--- src/rtl/msg_unpacker_pkg.sv ---
`default_nettype none
// ============================================================================
//  Module      : msg_unpacker_pkg
//  Description : Shared definitions for the debug message unpacker: default
//                widths, header-flag bit position, fault codes and the
//                unpacker state encoding.
//  Revision    : 1.0 - initial release
// ============================================================================
package msg_unpacker_pkg;

  localparam int MSG_WIDTH_DEF  = 32;
  localparam int LEN_WIDTH_DEF  = 8;
  localparam int MAX_LEN_DEF    = 64;
  localparam int ADDR_WIDTH_DEF = 6;

  // Fault codes reported on err_code (value of the most recent fault).
  typedef enum logic [1:0] {
    ERR_NONE   = 2'd0,
    ERR_ORPHAN = 2'd1,  // payload word with no open message
    ERR_TRUNC  = 2'd2,  // header arrived before the previous message completed
    ERR_LONG   = 2'd3   // header length too large, or header arrived while replaying
  } err_code_e;

  typedef enum logic [1:0] {
    ST_IDLE    = 2'd0,
    ST_COLLECT = 2'd1,
    ST_DRAIN   = 2'd2,
    ST_SKIP    = 2'd3
  } state_e;

  // The header flag is the MSB of every message word.
  function automatic int hdr_flag_idx(input int msg_width);
    return msg_width - 1;
  endfunction

endpackage
`default_nettype wire

--- src/rtl/msg_unpacker_buffer.sv ---
`default_nettype none
// ============================================================================
//  Module      : msg_unpacker_buffer
//  Description : Simple dual-port payload store. Synchronous write, registered
//                read. A write and a read of the same address on the same edge
//                return the new data, so a one-word message can be replayed
//                the cycle after its only word is written.
//  Ports       : clk, rst      - clock, async active-high reset (read reg only)
//                we_i          - write enable
//                waddr_i/wdata_i - write address / data
//                raddr_i       - read address (sampled every edge)
//                rdata_o       - registered read data
//  Revision    : 1.0 - initial release
// ============================================================================
module msg_unpacker_buffer #(
  parameter int DEPTH      = 64,
  parameter int ADDR_WIDTH = 6,
  parameter int DATA_WIDTH = 31
) (
  input  logic                  clk,
  input  logic                  rst,
  input  logic                  we_i,
  input  logic [ADDR_WIDTH-1:0] waddr_i,
  input  logic [DATA_WIDTH-1:0] wdata_i,
  input  logic [ADDR_WIDTH-1:0] raddr_i,
  output logic [DATA_WIDTH-1:0] rdata_o
);

  logic [DATA_WIDTH-1:0] mem_q [DEPTH];
  logic [DATA_WIDTH-1:0] rdata_q;

  always_ff @(posedge clk) begin
    if (we_i) begin
      mem_q[waddr_i] <= wdata_i;
    end
  end

  always_ff @(posedge clk or posedge rst) begin
    if (rst) begin
      rdata_q <= '0;
    end else if (we_i && (waddr_i == raddr_i)) begin
      rdata_q <= wdata_i;
    end else begin
      rdata_q <= mem_q[raddr_i];
    end
  end

  assign rdata_o = rdata_q;

endmodule
`default_nettype wire

--- src/rtl/msg_unpacker.sv ---
`default_nettype none
// ============================================================================
//  Module      : msg_unpacker
//  Description : Receives framed debug messages (header word carrying a
//                length, then that many payload words), buffers a complete
//                message and replays it over a valid/ready interface. Framing
//                faults raise a sticky error flag with a fault code.
//  Ports       : clk, rst             - clock, async active-high reset
//                in_msg, in_msg_nd    - input word (MSB=1 header) and strobe
//                out_data/out_valid/out_ready - replay handshake
//                out_first/out_last   - first / last word qualifiers
//                out_len              - length of the message being replayed
//                error, err_code      - sticky fault flag, most recent code
//  Revision    : 1.0 - initial release
// ============================================================================
module msg_unpacker
  import msg_unpacker_pkg::*;
#(
  parameter int MSG_WIDTH  = MSG_WIDTH_DEF,
  parameter int LEN_WIDTH  = LEN_WIDTH_DEF,
  parameter int MAX_LEN    = MAX_LEN_DEF,
  parameter int ADDR_WIDTH = ADDR_WIDTH_DEF
) (
  input  logic                 clk,
  input  logic                 rst,
  input  logic [MSG_WIDTH-1:0] in_msg,
  input  logic                 in_msg_nd,
  output logic [MSG_WIDTH-2:0] out_data,
  output logic                 out_valid,
  input  logic                 out_ready,
  output logic                 out_first,
  output logic                 out_last,
  output logic [LEN_WIDTH-1:0] out_len,
  output logic                 error,
  output logic [1:0]           err_code
);

  localparam int                   HDR_IDX   = hdr_flag_idx(MSG_WIDTH);
  localparam logic [LEN_WIDTH-1:0] MAX_LEN_L = LEN_WIDTH'(MAX_LEN);

  state_e                 state_q,    state_d;
  logic [ADDR_WIDTH-1:0]  wr_ptr_q,   wr_ptr_d;
  logic [ADDR_WIDTH-1:0]  rd_ptr_q,   rd_ptr_d;
  logic [LEN_WIDTH-1:0]   remain_q,   remain_d;
  logic [LEN_WIDTH-1:0]   skip_q,     skip_d;
  logic [LEN_WIDTH-1:0]   len_q,      len_d;
  logic                   error_q,    error_d;
  err_code_e              err_code_q, err_code_d;

  logic                   buf_we;
  logic [MSG_WIDTH-2:0]   buf_rdata;

  logic                   w_is_hdr;
  logic                   w_is_pay;
  logic [LEN_WIDTH-1:0]   w_hdr_len;
  logic                   w_fire;
  logic                   w_at_last;

  assign w_is_hdr  = in_msg_nd &  in_msg[HDR_IDX];
  assign w_is_pay  = in_msg_nd & ~in_msg[HDR_IDX];
  assign w_hdr_len = in_msg[LEN_WIDTH-1:0];
  assign w_fire    = out_valid & out_ready;
  assign w_at_last = (LEN_WIDTH'(rd_ptr_q) == (len_q - LEN_WIDTH'(1)));

  always_ff @(posedge clk or posedge rst) begin
    if (rst) begin
      state_q    <= ST_IDLE;
      wr_ptr_q   <= '0;
      rd_ptr_q   <= '0;
      remain_q   <= '0;
      skip_q     <= '0;
      len_q      <= '0;
      error_q    <= 1'b0;
      err_code_q <= ERR_NONE;
    end else begin
      state_q    <= state_d;
      wr_ptr_q   <= wr_ptr_d;
      rd_ptr_q   <= rd_ptr_d;
      remain_q   <= remain_d;
      skip_q     <= skip_d;
      len_q      <= len_d;
      error_q    <= error_d;
      err_code_q <= err_code_d;
    end
  end

  always_comb begin
    state_d    = state_q;
    wr_ptr_d   = wr_ptr_q;
    rd_ptr_d   = rd_ptr_q;
    remain_d   = remain_q;
    skip_d     = skip_q;
    len_d      = len_q;
    error_d    = error_q;
    err_code_d = err_code_q;
    buf_we     = 1'b0;

    if (w_is_hdr && (state_q != ST_DRAIN)) begin
      // A header outside replay always opens a fresh frame. If a frame or a
      // skip was in progress it is abandoned (truncation); a too-long header
      // then overrides that with its own code, as the most recent fault.
      if (state_q != ST_IDLE) begin
        error_d    = 1'b1;
        err_code_d = ERR_TRUNC;
      end
      skip_d   = '0;
      rd_ptr_d = '0;
      if (w_hdr_len == '0) begin
        state_d = ST_IDLE;
      end else if (w_hdr_len > MAX_LEN_L) begin
        state_d    = ST_SKIP;
        skip_d     = w_hdr_len;
        error_d    = 1'b1;
        err_code_d = ERR_LONG;
      end else begin
        state_d  = ST_COLLECT;
        wr_ptr_d = '0;
        remain_d = w_hdr_len;
        len_d    = w_hdr_len;
      end
    end else begin
      case (state_q)
        ST_IDLE: begin
          if (w_is_pay) begin
            error_d    = 1'b1;
            err_code_d = ERR_ORPHAN;
          end
        end

        ST_COLLECT: begin
          if (w_is_pay) begin
            buf_we   = 1'b1;
            wr_ptr_d = wr_ptr_q + ADDR_WIDTH'(1);
            remain_d = remain_q - LEN_WIDTH'(1);
            if (remain_q == LEN_WIDTH'(1)) begin
              state_d  = ST_DRAIN;
              rd_ptr_d = '0;
            end
          end
        end

        ST_DRAIN: begin
          // Input cannot be buffered while replaying: a header arms the skip
          // counter so its payload is swallowed, even past the end of replay.
          if (w_is_hdr) begin
            skip_d     = w_hdr_len;
            error_d    = 1'b1;
            err_code_d = ERR_LONG;
          end else if (w_is_pay) begin
            if (skip_q != '0) begin
              skip_d = skip_q - LEN_WIDTH'(1);
            end else begin
              error_d    = 1'b1;
              err_code_d = ERR_ORPHAN;
            end
          end
          if (w_fire) begin
            if (w_at_last) begin
              rd_ptr_d = '0;
              state_d  = (skip_d != '0) ? ST_SKIP : ST_IDLE;
            end else begin
              rd_ptr_d = rd_ptr_q + ADDR_WIDTH'(1);
            end
          end
        end

        ST_SKIP: begin
          if (w_is_pay) begin
            skip_d = skip_q - LEN_WIDTH'(1);
            if (skip_q == LEN_WIDTH'(1)) begin
              state_d = ST_IDLE;
            end
          end
        end

        default: state_d = ST_IDLE;
      endcase
    end
  end

  // Read address is the next read pointer so the registered read data lines
  // up with rd_ptr_q, and holds while the consumer stalls.
  msg_unpacker_buffer #(
    .DEPTH      (MAX_LEN),
    .ADDR_WIDTH (ADDR_WIDTH),
    .DATA_WIDTH (MSG_WIDTH - 1)
  ) u_buffer (
    .clk     (clk),
    .rst     (rst),
    .we_i    (buf_we),
    .waddr_i (wr_ptr_q),
    .wdata_i (in_msg[MSG_WIDTH-2:0]),
    .raddr_i (rd_ptr_d),
    .rdata_o (buf_rdata)
  );

  assign out_valid = (state_q == ST_DRAIN);
  assign out_data  = out_valid ? buf_rdata : '0;
  assign out_first = out_valid & (rd_ptr_q == '0);
  assign out_last  = out_valid & w_at_last;
  assign out_len   = len_q;
  assign error     = error_q;
  assign err_code  = err_code_q;

endmodule
`default_nettype wire

--- config.mk ---
export PLATFORM = sky130hd
export DESIGN_NAME = msg_unpacker
export DESIGN_NICKNAME = d
export VERILOG_FILES = /design/src/rtl/msg_unpacker_pkg.sv /design/src/rtl/msg_unpacker_buffer.sv /design/src/rtl/msg_unpacker.sv
export SDC_FILE = /design/constraint.sdc
export NUM_CORES = 2
export LEC_CHECK = 0
export ABC_AREA = 1
export CELL_PAD_IN_SITES_DETAIL_PLACEMENT = 1
export CELL_PAD_IN_SITES_GLOBAL_PLACEMENT = 1
export CORE_ASPECT_RATIO = 1.25
export CORE_MARGIN = 5
export CORE_UTILIZATION = 35
export CTS_BUF_LIST = sky130_fd_sc_hd__clkbuf_8
export CTS_CLUSTER_DIAMETER = 80
export DETAILED_ROUTE_END_ITERATION = 7
export PLACE_DENSITY = 0.64
export SLEW_MARGIN = 40
export SYNTH_ARGS = -nofsm -noshare
export SYNTH_HDL_FRONTEND = slang
export SYNTH_SLANG_ARGS = --single-unit
--- constraint.sdc ---
create_clock -name clk -period 3.6 [get_ports clk]
set_clock_uncertainty 0.1 [all_clocks]
set_input_delay 0.36 -clock clk [delete_from_list [all_inputs] [get_ports clk]]
set_output_delay 0.36 -clock clk [all_outputs]
set_load 0.03 [all_outputs]
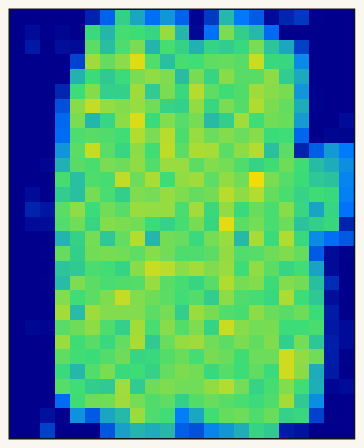
(images/density.png)
The die is cut into 23 by 29 equal tiles; dark blue is low, red is high, 0 to 100% covered.
The fullest tile reaches 73%. The densest ninth of the die: centre. The emptiest ninth of the die: upper left. The mean over all tiles is 39%.
core outline area: 261,000 sq um
Final Core Density: 0.420
Pre-Place Util: 0.351

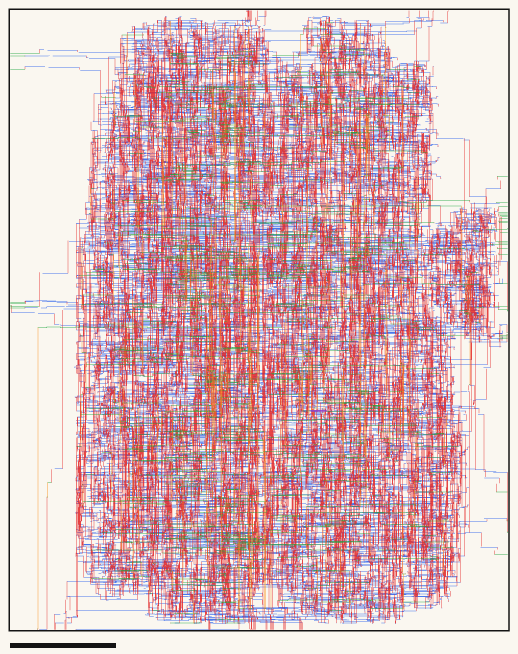
(images/metal_stack.png)
Scale bar: 100 microns.
Key: met4 = orange [wire length 12,800 microns]; met5 = purple [wire length 13.8 microns]; met1 = blue [wire length 134 mm]; met3 = green [wire length 19,800 microns]; met2 = red [wire length 164 mm]
detail-routed net length per standard cell: 25.8 microns
DR vias: 68,000

==> results.json <==
{
  "outcome": "finished clean",
  "min-delay-path-class": "in -> reg",
  "synth_warnings": 0,
  "power.share.combinational": 0.565,
  "postSynthCellCount": 8483,
  "critPathBufInv": 5,
  "wl_microns": 331000,
  "finalHoldViolCount": 0,
  "die_height_microns": 582,
  "final_hpwl_from_detailed_placement_microns": 197000,
  "route.detailed.vias_per_inst": 5.29,
  "ys.flops": 2056,
  "vdd_ir_drop_max_v": 0.00107,
  "layout_worst_path_cycle_share": 0.977,
  "fa_ha_area_frac": 0.00164,
  "cts_tree": "yes",
  "clock_path_buffers": 4,
  "design.die.area_sq_um": 272000,
  "syn-num-nets": 8531,
  "post_synth_edffs": 1984,
  "highest_layer": "met5",
  "worst_slew_pin_slew_ns": 0.881,
  "cts.root.buffer_cell": "sky130_fd_sc_hd__clkbuf_8",
  "crit_path_top_cell_by_count": "sky130_fd_sc_hd__inv_1",
  "cts_sinks": 2056,
  "rows": 210,
  "switching_share": 0.466,
  "yosys.stat.chipArea_sq_um": 91700,
  "total_switching_power_mw": 49.7,
  "cellInternalPower_mw": 56.9,
  "critical_path_required_ns": 3.14,
  "post_synth_main_area_contributors": "sky130_fd_sc_hd__edfxtp_1 65%, sky130_fd_sc_hd__nand3_1 11%, sky130_fd_sc_hd__nand2_1 6.3%",
  "async_flop_share": 0.0350,
  "layout.area.seq_sq_um": 61400,
  "total_leakage_power_nw": 44.3,
  "grt_pass1_vias": 70900,
  "post-route-min-period_ns": 3.52,
  "synthMostInstantiatedCell": "sky130_fd_sc_hd__nand3_1",
  "wire_length_the_detailed_router_placed_on_met1_microns": 134000,
  "synthTopCellsByCount": "2,082 x sky130_fd_sc_hd__nand3_1, 1,984 x sky130_fd_sc_hd__edfxtp_1, 1,530 x sky130_fd_sc_hd__nand2_1",
  "place_congestion": 0.834,
  "drv_cap": 0,
  "timing.critical_path.fanout_max": 31,
  "yosys_most_used_dff": "sky130_fd_sc_hd__edfxtp_1",
  "critical_path.slowest_cell": "sky130_fd_sc_hd__dlygate4sd2_1",
  "cts_buffers": 336,
  "post-place-ws_ns": -0.474,
  "ios": 81,
  "logic_area_sq_um": 23500,
  "dieWidth_microns": 468,
  "power.total_mw": 107,
  "placement.io_buffers": 80,
  "yosysTopAreaCell": "sky130_fd_sc_hd__edfxtp_1",
  "slew-limit-headroom": 0.413,
  "drt-pass1-iter-count": 7,
  "fin_hold_ws_ns": 0.233,
  "cp-start-kind": "flop",
  "critPathArrivalTime_ns": 3.06,
  "max_freq_mhz": 284,
  "grt_start_max_net_pins": 70,
  "critical_path.top_delay_family": "buffers and inverters",
  "drt.antenna.violating_nets": 0,
  "nNetsFinal": 9131,
  "tns_ns": 0,
  "layout-drive-gt1-share": 0.140,
  "critPathMaxStageDelay_ns": 0.46
}
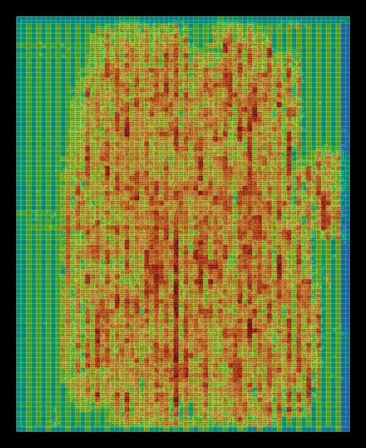
(images/final_congestion.png)
met2 Use GR: 0.406
global-route layer with the greatest usage: met2
met3 global-route usage: 0.0329

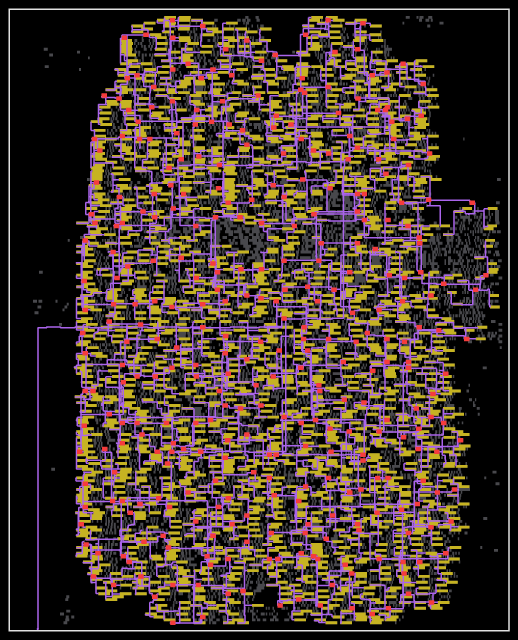
(images/clock_map.png)
Key: flip-flops = yellow [count 2,056]; cells driving clock nets = red [count 336]; clock wires = purple [length 29.0 mm]
There are 337 routed clock nets.
clock network power consumption: 19.1 mW
clock network fraction of design power: 0.179
Worst-Skew Late Latency: 0.98 ns

==> power groups by stage <==
stage	combinational, mW	sequential, mW	clock, mW
2_1_floorplan	29.8	27.6	0
3_3_place_gp	54.5	27.8	0
3_5_place_dp	55.5	27.8	0
4_1_cts	57.2	27.3	19.5
5_1_grt	64.0	27.3	20.6
6_report	60.3	27.3	19.1
==> flip-flops by register name, indices dropped and copies added, names as in the netlist <==
name / cells
u_buffer.mem_q: 1984
remain_q: 8
u_buffer.rdata_o: 31
rd_ptr_q: 6
skip_q: 8
error: 1
state_q: 2
err_code: 2
wr_ptr_q: 6
out_len: 8
==> worst register-to-register path, delay by kind of cell, from the launching register on <==
kind	cells	cell delay, ns
fa+ha+maj	1	0.16
buf+inv	5	0.81
simple gates	18	1.91
flops	1	0.40
==> final timing paths <==
path / depth (start not counted) / end / start / slack (ns)
min: 4 / skip_q[4] / in_msg[4] / 0.23
min in group asynchronous: 3 / err_code[0] / rst / 0.35
max reg2reg: 24 / u_buffer.rdata_o[28] / out_len[0] / 0.14
min reg2reg: 1 / error / error / 0.38
max in group asynchronous: 4 / u_buffer.rdata_o[19] / rst / 2.31
max: 7 / out_data[1] / state_q[0] / 0.08
==> through the flow <==
stage	std cells	area [sq um]
after global routing	12800	110000
after global placement	12100	102000
after floorplan	8483	91700
after CTS	12800	109000
final	12800	110000
after detailed placement	12100	102000
==> routing by layer <==
| metal | vias up | GRT usage |
|---|---|---|
| met5 | - | 0 |
| met4 | 2 | 0.0877 |
| met3 | 591 | 0.0329 |
| met2 | 2300 | 0.406 |
| met1 | 35000 | 0.293 |
| li1 | 30100 | - |
==> cell usage in the layout (no fill, tap or decap), drive strengths merged <==
cell type,count
inv,1459
xor2,13
bufbuf,4
a31oi,10
clkinvlp,6
nand4,42
dlygate4sd3,33
o21ai,40
dfrtp,72
ha,12
nor3b,1
bufinv,4
edfxtp,1984
buf,703
nand3b,621
a32o,1
o221ai,1
nor4,2
xnor2,3
a41oi,1
nor2,121
o22ai,2
diode,10
a31o,2
o211ai,9
dlymetal6s2s,1
a21oi,17
nand2,1536
nand3,2084
dlygate4sd2,25
clkinv,114
clkdlybuf4s50,23
or2,3
clkbuf,375
a22oi,2
nor3,7
a221oi,3
or3b,1
==> area by class of cell <==
| cell class | count | share of cell area |
|---|---|---|
| clock inverters | 233 | 0.00967 |
| clock buffers | 359 | 0.0450 |
| multi-input cells | 4534 | 0.214 |
| diodes | 10 | 0.000228 |
| flip-flops and latches | 2056 | 0.559 |
| repair buffers | 805 | 0.0859 |
| inverters | 1350 | 0.0465 |
| well taps | 3498 | 0.0399 |
==> cell families after synthesis <==
family                   count (synthesis)
AND/OR/NAND/NOR                       4418
AND-OR/OR-AND                           88
adder cells (fa/ha/maj)                 12
XOR/XNOR                                16
flip-flops                            2056
buffers and inverters                 1893
==> repair_timing <==
| action | 4_1_cts | 5_1_grt |
|---|---|---|
| endpoints found under the setup margin | 54 | 33 |
| resized | 62 | 94 |
| hold buffers | 33 | 0 |
| pin swaps | 4 | 10 |
| hold endpoints to repair | 1029 | 0 |
| gates cloned | 6 | 16 |
| buffers inserted | 7 | 32 |
Power figures rest on the tool's default switching activity, not on a simulated workload.
